==> config.mk <==
export PLATFORM = sky130hd
export DESIGN_NAME = parity_frame_ctrl
export DESIGN_NICKNAME = d
export VERILOG_FILES = /design/src/rtl/parity_frame_ctrl.sv
export SDC_FILE = /design/constraint.sdc
export NUM_CORES = 1
export LEC_CHECK = 0
export CAP_MARGIN = 25
export CORE_UTILIZATION = 45
export CTS_CLUSTER_SIZE = 40
export DETAILED_ROUTE_END_ITERATION = 7
export PLACE_DENSITY = 0.82
export SETUP_SLACK_MARGIN = 0.3
export SLEW_MARGIN = 20
export SYNTH_ARGS = -nofsm -noshare
export SYNTH_HDL_FRONTEND = slang
export SYNTH_SLANG_ARGS = --single-unit
==> constraint.sdc <==
create_clock -name clk -period 1.8 [get_ports clk]
set_input_delay 0.54 -clock clk [delete_from_list [all_inputs] [get_ports clk]]
set_output_delay 0.54 -clock clk [all_outputs]
set_load 0.05 [all_outputs]
### Power grid

Pins as bars on the die edge.
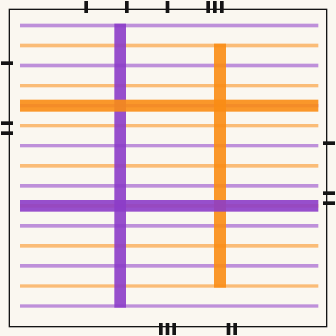
purple -> VSS
orange -> VDD
met1 rails = 15
signal pins = 17
met5 straps = 2
Die W: 42.9 microns
CORE AREA: 1540 sq um
Die Ht: 42.9 microns

### Cell classes on the final placement

Bar = 10 microns.
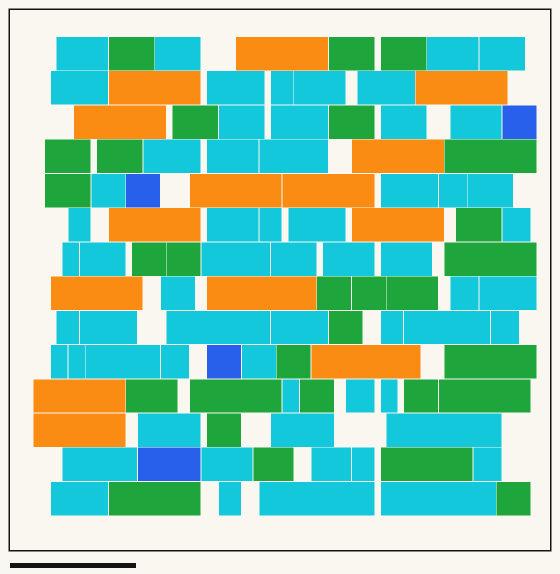
orange -> sequential cells  # cells 14, share of their area 22%
cyan -> remaining logic cells  # cells 61, share of their area 49%
blue -> clock drivers and dummy loads  # cells 4, share of their area 2.8%
green -> remaining buffers and delay cells  # cells 29, share of their area 26%
Finished Cell Area: 1330 sq um
Final Util: 86.0%
Placement Rows: 14
Seq area share: 21.7%

### Routed clock nets over the placement

Bar = 10 microns.
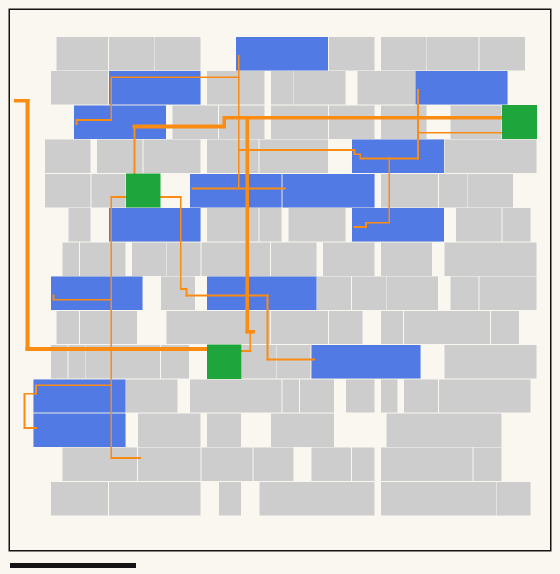
blue -> flip-flops  # count 14
orange -> clock wires  # length 236 microns
green -> clock-net drivers  # count 3
routed clock nets = 4
Clk pwr share: 9.1%
Final Skew: 4.80 ps
Clock net power: 0.000243 W

==> notes.md <==
run results: Power Internal=~0.0015 W, flip-flops=14, tool warnings=33, clock latency on the worst-skew pair=300 ps, Die ar.=1840 sq um, Comb area=628 sq um, Multiplexer share=12.6%, fillcell total=~76, Clock Tree Buf Depth=2, Top Layer Used=met4, Critical Path RT=1260 ps, max frequency=530 MHz, Iteration-0 DRC Markers=13, critical setup path kind=flop to output port, CTS clock-pin slew for the worst setup and hold paths=around 90 ps, Registers, synthesis=14, setup slack after layout=-87.2 ps, GR Layer Usage met3=under 10%, failing checks=negative setup slack, PD cells=~2000 nW/um^2, slew margin rel.=53.0%, switch share=43.3%, total number of yosys warnings=0, startpoint types=flop, Final Cycle Share=105%, Post-Synth XOR/XNOR Area=0%, Psw=0.00115 W, overall power=between 0.002 and 0.003 W, first-pass GRT wire length=3.62 mm, Final ANT Viol Nets=0, DR pass1 iterations=4, Vias/cell=5.79, Avg Inst Size Synth=9.66 sq um, placed insts=111, Adder Share, Synth=a little under an eighth, Pwr top=combinational cells, met2 Use GR=43.0%, Max Slew Vio Count=0, CLK BUF=4, antenna cells=0, largest net degree at the start of global routing=15, CTS tree=done, n_taps=16, # DRC=0, DR WL met3=80 microns, P&R area growth vs syn=75.9%, GRT overflow=0, sequential power share=19.8%, setup violators final=2, Synth cell types=21, clock root buffer=clkbuf_4, met1 Use GR=between 30% and 40%, Max Cap Viol=0, share of layout cells above drive strength 1=54.6%, logic share of the area=between 40 and 50%, Layout Cells excl Fill=124, cell count in the Yosys report=78, nets@finish=127, Comb power frac=about 71%, WP depth=4, post-CTS sizing=33, Register-to-Register Path Depth=7, outcome=complete, but fails checks, yosys simple share=17.3%, setup tns final=-114 ps
kinds of logic after synthesis:
group,Yosys count
AND/OR/NAND/NOR,23
AND-OR/OR-AND,18
flip-flops,14
multiplexers,9
buffers and inverters,7
adder cells (fa/ha/maj),7
Yosys cell counts (all sizes together):
cell | number | share of area (%)
inv | 3 | 1.5
nor2b | 3 | 4.5
a21oi | 5 | 3.3
or2b | 1 | 1.0
or3 | 1 | 0.83
nor2 | 10 | 5.0
mux2i | 8 | 11
buf | 3 | 3.7
a32oi | 2 | 2.3
o21ai | 3 | 2.0
nand2 | 4 | 2.0
a21boi | 1 | 1.0
mux2 | 1 | 2.0
ha | 7 | 12
a211oi | 7 | 7.0
clkbuf | 1 | 0.50
or4 | 1 | 1.0
dfxtp | 14 | 37
nand3b | 3 | 3.0
Power figures rest on the tool's default switching activity, not on a simulated workload.
